run_1/placement_by_type.png
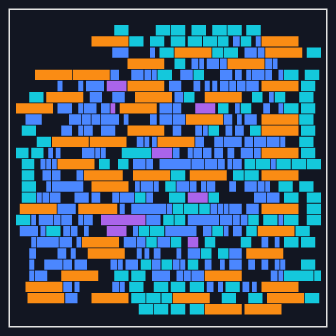
run_1/clocks.png
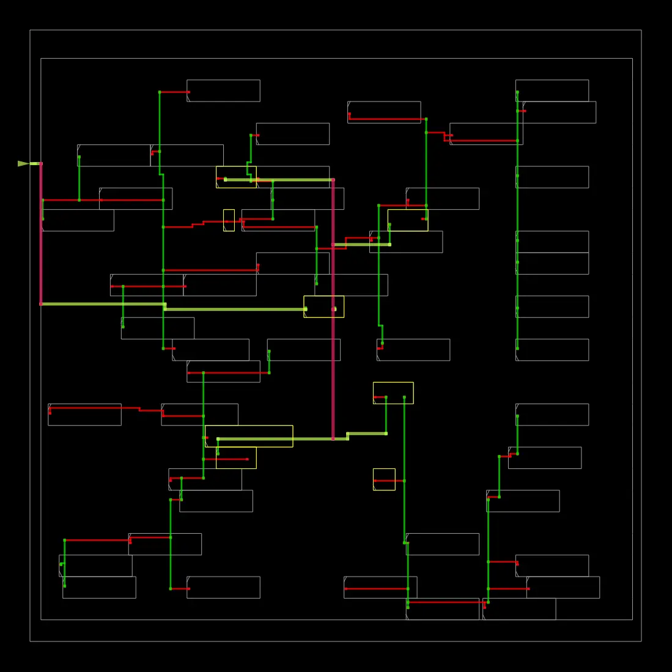
run_1/metal_density.png
15 x 15 tiles, from dark blue (low) to red (high), scaled to the fullest tile. Values are wire area over tile area, all layers added.
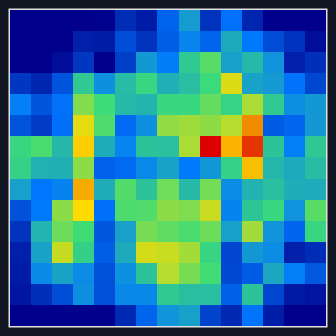
**src/rtl/debug_pkg.sv**
```systemverilog
// rtl/debug_pkg.sv - shared debug halt types and instruction constants
package debug_pkg;

    typedef enum logic [2:0] {
        ST_RUNNING = 3'd0,
        ST_DRAIN   = 3'd1,
        ST_FLUSH   = 3'd2,
        ST_HALTED  = 3'd3,
        ST_RESUME  = 3'd4,
        ST_STEP    = 3'd5
    } dbg_state_t;

    // Injected into stage 2 while halt_active_o is high
    localparam logic [31:0] NOP_INSN    = 32'h0000_0013;
    localparam logic [31:0] EBREAK_INSN = 32'h0010_0073;

    // Byte distance to the next sequential instruction
    localparam logic [31:0] INSN_BYTES  = 32'd4;

endpackage

```
**src/rtl/drain_monitor.sv**
```systemverilog
// rtl/drain_monitor.sv - consecutive-empty and timeout counters for the drain phase
module drain_monitor #(
    parameter int DRAIN_CYCLES  = 2,
    parameter int DRAIN_TIMEOUT = 16
) (
    input  logic clk,
    input  logic reset,
    input  logic start_i,
    input  logic inst_comp_i,
    output logic done_o,
    output logic timeout_o
);

    localparam int CW = $clog2(DRAIN_TIMEOUT + 1);
    localparam logic [CW:0]   CYC_LIM = (CW + 1)'(DRAIN_CYCLES);
    localparam logic [CW:0]   TO_LIM  = (CW + 1)'(DRAIN_TIMEOUT);
    localparam logic [CW-1:0] CNT_MAX = {CW{1'b1}};

    logic [CW-1:0] consec_q, consec_d;
    logic [CW-1:0] total_q, total_d;
    logic [CW:0]   consec_nxt, total_nxt;

    // Counts including the current cycle; one bit wider so the compare never wraps
    assign consec_nxt = {1'b0, consec_q} + 1'b1;
    assign total_nxt  = {1'b0, total_q} + 1'b1;

    // start_i is high for the whole drain; counters sit at zero otherwise so every entry starts clean
    always_comb begin
        consec_d = '0;
        total_d  = '0;
        if (start_i) begin
            total_d = (total_q == CNT_MAX) ? total_q : total_q + 1'b1;
            if (inst_comp_i) begin
                consec_d = (consec_q == CNT_MAX) ? consec_q : consec_q + 1'b1;
            end
        end
    end

    // Counter registers
    always_ff @(posedge clk or negedge reset) begin
        if (!reset) begin
            consec_q <= '0;
            total_q  <= '0;
        end else begin
            consec_q <= consec_d;
            total_q  <= total_d;
        end
    end

    assign done_o    = start_i & inst_comp_i & (consec_nxt >= CYC_LIM);
    assign timeout_o = start_i & (total_nxt >= TO_LIM);

endmodule

```
**src/rtl/debug_halt_ctrl.sv**
```systemverilog
// rtl/debug_halt_ctrl.sv - debug halt/resume/single-step sequencer
module debug_halt_ctrl
    import debug_pkg::*;
#(
    parameter int DRAIN_CYCLES  = 2,
    parameter int DRAIN_TIMEOUT = 16
) (
    input  logic        clk,
    input  logic        reset,
    input  logic        haltreq_i,
    input  logic        resumereq_i,
    input  logic        step_i,
    input  logic        inst_comp_i,
    input  logic [31:0] pc_i,
    output logic        halt_active_o,
    output logic        reset_stages_o,
    output logic        halted_o,
    output logic        resume_ack_o,
    output logic [31:0] dpc_o,
    output logic        drain_err_o
);

    dbg_state_t  state_q, state_d;
    logic [31:0] dpc_q, dpc_d;
    logic        drain_err_q, drain_err_d;
    logic        drain_done, drain_timeout;

    drain_monitor #(
        .DRAIN_CYCLES  (DRAIN_CYCLES),
        .DRAIN_TIMEOUT (DRAIN_TIMEOUT)
    ) u_drain_monitor (
        .clk         (clk),
        .reset       (reset),
        .start_i     (state_q == ST_DRAIN),
        .inst_comp_i (inst_comp_i),
        .done_o      (drain_done),
        .timeout_o   (drain_timeout)
    );

    // Next-state, captured PC and sticky timeout flag
    always_comb begin
        state_d     = state_q;
        dpc_d       = dpc_q;
        drain_err_d = drain_err_q;
        unique case (state_q)
            ST_RUNNING: begin
                if (haltreq_i) begin
                    state_d = ST_DRAIN;
                    dpc_d   = pc_i;
                end
            end
            ST_DRAIN: begin
                // Timeout wins: if both fire together the flag is still raised
                if (drain_timeout) begin
                    state_d     = ST_FLUSH;
                    drain_err_d = 1'b1;
                end else if (drain_done) begin
                    state_d = ST_FLUSH;
                end
            end
            ST_FLUSH: state_d = ST_HALTED;
            ST_HALTED: begin
                if (resumereq_i) begin
                    state_d = step_i ? ST_STEP : ST_RESUME;
                end
            end
            ST_RESUME: state_d = ST_RUNNING;
            ST_STEP: begin
                // The single stepped instruction retires; halt again after it
                state_d = ST_DRAIN;
                dpc_d   = pc_i + INSN_BYTES;
            end
            default: state_d = ST_RUNNING;
        endcase
    end

    // State, DPC and error registers
    always_ff @(posedge clk or negedge reset) begin
        if (!reset) begin
            state_q     <= ST_RUNNING;
            dpc_q       <= '0;
            drain_err_q <= 1'b0;
        end else begin
            state_q     <= state_d;
            dpc_q       <= dpc_d;
            drain_err_q <= drain_err_d;
        end
    end

    // Output decode from the state register only
    always_comb begin
        halt_active_o  = (state_q == ST_DRAIN) || (state_q == ST_FLUSH) || (state_q == ST_HALTED);
        reset_stages_o = (state_q == ST_FLUSH);
        halted_o       = (state_q == ST_HALTED);
        resume_ack_o   = (state_q == ST_RESUME) || (state_q == ST_STEP);
    end

    assign dpc_o       = dpc_q;
    assign drain_err_o = drain_err_q;

endmodule

```
**config.mk**
```make
export PLATFORM = sky130hd
export DESIGN_NAME = debug_halt_ctrl
export DESIGN_NICKNAME = d
export VERILOG_FILES = /design/src/rtl/debug_pkg.sv /design/src/rtl/drain_monitor.sv /design/src/rtl/debug_halt_ctrl.sv
export SDC_FILE = /design/constraint.sdc
export NUM_CORES = 1
export LEC_CHECK = 0
export ABC_CLOCK_PERIOD_IN_PS = 2009
export CAP_MARGIN = 20
export CORE_UTILIZATION = 45
export CTS_BUF_LIST = sky130_fd_sc_hd__clkbuf_8
export DETAILED_ROUTE_END_ITERATION = 7
export PLACE_DENSITY = 0.77
export SLEW_MARGIN = 10
export SYNTH_ARGS = -nofsm -noshare
export SYNTH_HDL_FRONTEND = slang
export SYNTH_SLANG_ARGS = --single-unit
```
**constraint.sdc**
```tcl
create_clock -name clk -period 2.01 [get_ports clk]
set_input_delay 0.5025 -clock clk [delete_from_list [all_inputs] [get_ports clk]]
set_output_delay 0.5025 -clock clk [all_outputs]
set_load 0.02 [all_outputs]
```
==> CHANGELOG.md, run 1 <==
### Metrics

- Max-area cell share: 45.5%
- Via density: 5.10
- Fin worst setup slack: 0.0628 ns
- Most common logic cells in the final layout: clkdlybuf4s50_1 (69), nand2_1 (44), dfrtp_1 (44), buf_4 (37), xor2_1 (25)
- Commonest flop: dfrtp_1
- Delay-heaviest family, CP: buffers and inverters
- Xor-xnor portion of the synthesized cell area: 12.5%
- I/O Buffers: 74
- Top cells by area: dfrtp_1 (45%), xor2_1 (8.6%), nand2_1 (6.5%), o21ai_0 (4.3%), xnor2_1 (3.8%)
- Iter 0 DRT Violations: 106
- Syn_area_per_cell: 9.52 um2
- AO/OA Area Share: 9.68%
- Status: completed
- F_max: 0.514 GHz
- Max reg flops: 32
- Max cap viols: 0
- Area delta synth->final: 49.3%
- Cell variety after synth: 35
- N_diodes: 0
- Crit path DAT: 2.18 ns
- RSZ-0062 raised after global routing: yes
- # DRC: 0
- GRT Overall Usage: 22.0%
- Area leader, netlist: dfrtp_1
- Vias in the first global route: 2287
- Clock skew: 0.00929 ns
- Final worst path period share: 96.9%
- Clk pin slew, worst setup/hold paths: 0.09 ns
- Yosys Warn Count: 0
- # setup viols final: 0
- Adder Area Share: 2.96%
- Post-CTS Resized: 7
- Initial Utilization: 48.1%
- Nature of the critical path startpoint: input port
- WP data required: 2.24 ns
## Picture notes: placement_by_type.png
purple -> clock drivers and dummy loads  # cells 8
orange -> sequential cells  # cells 46
blue -> combinational and other logic  # cells 212
cyan -> remaining buffers and delay cells  # cells 114

## Picture notes: clocks.png
Flops: 46
clk_lat worst skew: 0.30 ns

## Picture notes: metal_density.png
nearly empty tiles = 9.3%
mean over tiles = 0.17
fullest tile = 0.51

[run 1: per-stage QoR]
stage / power [W] / util [%] / cells / TNS, ns / instance area (um2)
after floorplan: 0.00266 / - / 266 / 0 / 2530
after global placement: 0.00366 / 69.3 / 442 / -2.66 / 3650
after detailed placement: 0.00371 / 69.3 / 442 / -3.88 / 3650
after CTS: 0.00440 / 71.4 / 450 / 0 / 3760
after global routing: 0.00467 / 71.7 / 450 / -0.00591 / 3780
final: 0.00438 / 71.7 / 450 / 0 / 3780
[run 1: final timing paths]
kind	cells past startpoint	slack [ns]	end	startpoint
worst min register to register	2	0.48	dpc_o[8]$_DFFE_PN0P_	dpc_o[8]$_DFFE_PN0P_
worst min-delay path	2	0.17	dpc_o[30]$_DFFE_PN0P_	reset
max in group asynchronous	2	1.60	state_q[0]$_DFFE_PN0P_	reset
min in group clk	2	0.48	dpc_o[8]$_DFFE_PN0P_	dpc_o[8]$_DFFE_PN0P_
worst max-delay path	8	0.06	dpc_o[28]$_DFFE_PN0P_	pc_i[3]
worst max register to register	7	0.13	state_q[0]$_DFFE_PN0P_	u_drain_monitor.consec_q[0]$_DFFE_PN0P_
[run 1: power by group]
group	switching (W)	internal, W
Sequential	0.000254	0.00129
Combinational	0.00112	0.00102
Clock	0.000321	0.000366
Total	0.00170	0.00268
[run 1: cell type report]
cell class | instances | area [um2]
Clock buffer | 5 | 68.8
Fill cell | 408 | 1490
Inverter | 6 | 22.5
Sequential cell | 46 | 1150
Tap cell | 70 | 87.6
Clock inverter | 3 | 41.3
Multi-Input combinational cell | 206 | 1350
Timing Repair Buffer | 114 | 1060
[run 1: metal layers]
metal	up-vias	global-route usage (%)	routed length, um
li1	1150	-	-
met1	1060	28.0	2730
met2	73	37.3	2990
met3	10	4.88	319
met4	0	6.42	110
met5	-	0	0
==> inputs of run 2 (changes only) <==
CAP_MARGIN = 15   (was 20)
MAX_ROUTING_LAYER = met4   (was unset)
==> CHANGELOG.md, run 2 <==
### Metrics

- Via density: 5.12
- Yosys Warn Count: 0
- Cells on worst reg2reg path: 7
- Clk_lat worst skew: 0.31 ns
- Syn_area_per_cell: 9.52 um2
- Max cap viols: 0
- F_max: 0.516 GHz
- Area delta synth->final: 49.3%
- M3 GR Usage: 4.64%
- Met3 wire length: 278 um
- Status: completed
- Fill cells: 408
- Sequential share of power: 35.3%
- R2r startpoint: u_drain_monitor.consec_q[0]$_DFFE_PN0P_
- Worst path max stage delay: 0.51 ns
- Top Usage Layer GRT: met2
- Fin worst setup slack: 0.0714 ns
- N_diodes: 0
- Utilization of the core after routing: 71.7%
- NetSw: 0.00169 W
- Placed cell count: 442
- Most common logic cells in the final layout: clkdlybuf4s50_1 (69), nand2_1 (44), dfrtp_1 (44), buf_4 (37), xor2_1 (25)
- Final worst path period share: 96.4%
- Max reg flops: 32
- Crit path DAT: 2.17 ns
- Area leader, netlist: dfrtp_1
- Switching Fraction: 38.7%
- Met1 Usage GRT: 28.4%
- Xor-xnor portion of the synthesized cell area: 12.5%
- Placed cell areas: 3650 um2
- Logic area: 1350 um2
- Met2 routed WL: 3000 um
- Setup tns final: 0 ns
- Nature of the critical path startpoint: input port
- Total number of vias: 2304
- Post-route insts no fill: 450
- Max-area cell share: 45.5%
- Initial Utilization: 48.1%
- WL met1: 2730 um
- Area taken by flip-flops and latches: 1150 um2
- Reg2reg setup slack: 0.13 ns
- Final Cell Area: 3780 um2
- Global-route wire length before repair: 10500 um
- Area fraction in mux cells: 2.47%
- # DRC: 0
- Clk pin slew, worst setup/hold paths: 0.09 ns
- Adder Area Share: 2.96%
- AO/OA Area Share: 9.68%
- Top cells by area: dfrtp_1 (45%), xor2_1 (8.6%), nand2_1 (6.5%), o21ai_0 (4.3%), xnor2_1 (3.8%)
- RSZ-0062 raised after global routing: yes
- Internal power: 0.00268 W
- GR Util met2: 37.3%
- # setup viols final: 0
- Top Ports: 75
- Total power: 0.00438 W
- GRT Overall Usage: 22.7%
- Worst R2R End: state_q[0]$_DFFE_PN0P_
- Top layer in use: met4
- Clock power share: 15.8%
- Vias in the first global route: 2282
- I/O Buffers: 74
## run 2: cell counts after synthesis
No cell type changed its count.
## run 2: worst max-delay path: cells and delay by family
kind | cells | cell delay [ns]
compound gates | 1 | 0.14
xor+xnor | 1 | 0.15
fa+ha+maj | 1 | 0.18
buf+inv | 3 | 0.80
simple gates | 2 | 0.38
## run 2: power groups by stage
stage               Sequential [W]  Clock (W)  Combinational [W]
floorplan                  0.00188          0           0.000781
global placement           0.00154          0            0.00212
detailed placement         0.00155          0            0.00216
CTS                        0.00155   0.000704            0.00215
global route               0.00160   0.000747            0.00233
finish                     0.00155   0.000690            0.00214
## run 2: area by class of cell
class / count / area share (%)
multi-input cells: 206 / 35.6
flip-flops and latches: 46 / 30.5
repair buffers: 114 / 28.0
well taps: 70 / 2.32
clock buffers: 5 / 1.82
clock inverters: 3 / 1.09
inverters: 6 / 0.596
## run 2: worst max-delay path by stage
stage / startpoint / end / slack [ns] / cells past startpoint
after global placement: pc_i[4] / dpc_o[25]$_DFFE_PN0P_ / -0.17 / 7
after global routing: pc_i[4] / dpc_o[15]$_DFFE_PN0P_ / -0.006 / 7
after floorplan: u_drain_monitor.consec_q[0]$_DFFE_PN0P_ / state_q[1]$_DFFE_PN0P_ / 0.28 / 7
after CTS: pc_i[3] / dpc_o[28]$_DFFE_PN0P_ / 0.04 / 8
final: pc_i[3] / dpc_o[28]$_DFFE_PN0P_ / 0.07 / 8
after detailed placement: pc_i[3] / dpc_o[28]$_DFFE_PN0P_ / -0.27 / 8
## run 2: what timing repair did
action | 4_1_cts | 5_1_grt
gates resized | 7 | 8
setup endpoints to repair | 4 | 11
buffers inserted | 0 | 0
pin swaps | 0 | 1
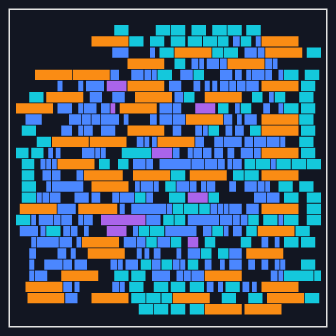
run_2/placement_by_type.png
purple -> clock drivers and dummy loads  # cells 8
blue -> combinational and other logic  # cells 212
orange -> sequential cells  # cells 46
cyan -> remaining buffers and delay cells  # cells 114

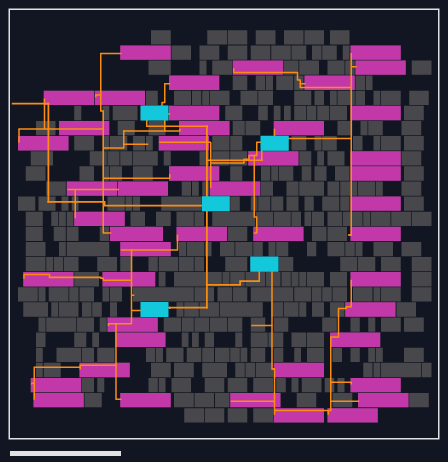
run_2/clk_routes.png
Bar = 20 um.
orange -> clock wires  # length 569 um
magenta -> flip-flops  # count 46
cyan -> clock drivers  # count 5
routed clock nets = 6

==> inputs of run 3 (changes only) <==
PLACE_DENSITY = 0.74   (was 0.77)
==> CHANGELOG.md, run 3 <==
### Metrics

- Clock power share: 16.0%
- Commonest flop: dfrtp_1
- Max-area cell share: 45.5%
- Initial Utilization: 48.1%
- Bufs and invs on worst path: 3
- Total power: 0.00437 W
- Placed cell count: 444
- Syn_area_per_cell: 9.52 um2
- Power Combinational: 0.00214 W
- Placed cell areas: 3650 um2
- Clock skew: 0.00513 ns
- Worst path max stage delay: 0.49 ns
- Status: completed
- Crit path DAT: 2.13 ns
- Yosys Warn Count: 0
- Post-route insts no fill: 453
- Most common logic cells in the final layout: clkdlybuf4s50_1 (67), nand2_1 (44), dfrtp_1 (44), buf_4 (43), xor2_1 (25)
- Global-route wire length before repair: 10300 um
- Fin worst setup slack: 0.0687 ns
- Sequential share of power: 35.1%
- Max cap viols: 0
- F_max: 0.515 GHz
- N_diodes: 0
- Top cells by area: dfrtp_1 (45%), xor2_1 (8.6%), nand2_1 (6.5%), o21ai_0 (4.3%), xnor2_1 (3.8%)
- Area leader, netlist: dfrtp_1
- Switching Fraction: 38.0%
- Nature of the critical path startpoint: input port
- Setup tns final: 0 ns
- Clk_lat worst skew: 0.30 ns
- NetSw: 0.00166 W
- Vias in the first global route: 2277
- Max power group: combinational logic
- Flop+latch power: 0.00153 W
- Cell variety after synth: 35
- Final Cell Area: 3800 um2
- Power Clock: 0.000701 W
- Final worst path period share: 96.6%
- Top Ports: 75
- GRT Overall Usage: 22.7%
- I/O Buffers: 74
- Area delta synth->final: 50.0%
- # setup viols final: 0
- WP data required: 2.19 ns
- Utilization of the core after routing: 72.1%
- Reg2reg setup slack: 0.07 ns
- Internal power: 0.00271 W
- # DRC: 0
- Area fraction in mux cells: 2.47%
==> run 3: worst paths after layout <==
kind | start | end | cells after the start
worst max-delay path | pc_i[3] | dpc_o[28]$_DFFE_PN0P_ | 8
max in group asynchronous | reset | state_q[1]$_DFFE_PN0P_ | 2
worst max register to register | u_drain_monitor.consec_q[0]$_DFFE_PN0P_ | state_q[0]$_DFFE_PN0P_ | 7
worst min register to register | drain_err_o$_DFFE_PN0P_ | drain_err_o$_DFFE_PN0P_ | 1
worst min-delay path | reset | dpc_o[24]$_DFFE_PN0P_ | 1
min in group clk | drain_err_o$_DFFE_PN0P_ | drain_err_o$_DFFE_PN0P_ | 1
==> run 3: cell type report <==
| cell class | count | area, um2 |
|---|---|---|
| Tap cell | 70 | 87.6 |
| Clock buffer | 6 | 82.6 |
| Timing Repair Buffer | 118 | 1080 |
| Multi-Input combinational cell | 206 | 1340 |
| Sequential cell | 46 | 1150 |
| Fill cell | 406 | 1470 |
| Inverter | 6 | 22.5 |
| Clock inverter | 1 | 30.0 |
==> run 3: routing by layer <==
layer	track usage [%]	vias up	part of all wire, %
li1	-	1153	-
met3	4.88	10	4.4
met1	27.2	1075	44
met2	38.8	66	51
met5	-	-	0
met4	5.85	0	1.4
==> run 3: kinds of logic after synthesis <==
family | after synthesis
AND/OR/NAND/NOR | 116
flip-flops | 46
AND-OR/OR-AND | 42
XOR/XNOR | 36
buffers and inverters | 14
multiplexers | 6
adder cells (fa/ha/maj) | 6
==> run 3: repair_timing <==
action                                  4_1_cts  5_1_grt
hold buffers                                  0        0
pin swaps                                     0        3
endpoints found under the setup margin        4        8
hold endpoints to repair                      0        0
gates resized                                 7        8
setup buffers                                 0        2
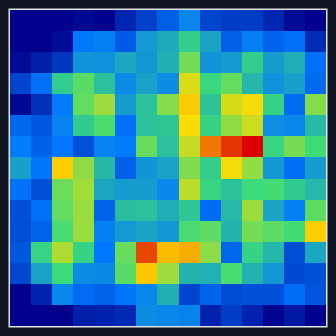
run_3/metal_density.png
15 x 15 tiles, from dark blue (low) to red (high), scaled to the fullest tile. Values are wire area over tile area, all layers added.
densest ninth of the die = east
mean over tiles = 0.16
fullest tile = 0.47
emptiest ninth of the die = north-west
nearly empty tiles = 6.7%

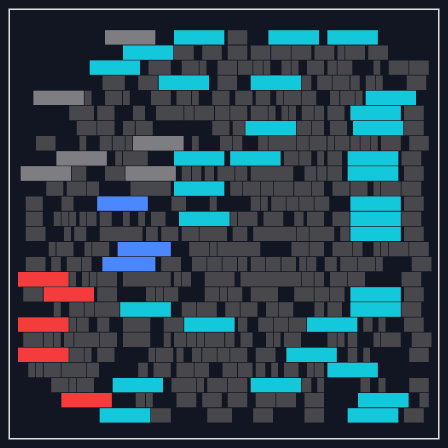
run_3/flops_by_reg.png
red -> u_drain_monitor.consec_q  # placed flops 5, where south-west
blue -> state_q  # placed flops 3
cyan -> dpc_o  # placed flops 32
not colored = 6

Power is estimated from default activity; no workload was simulated.
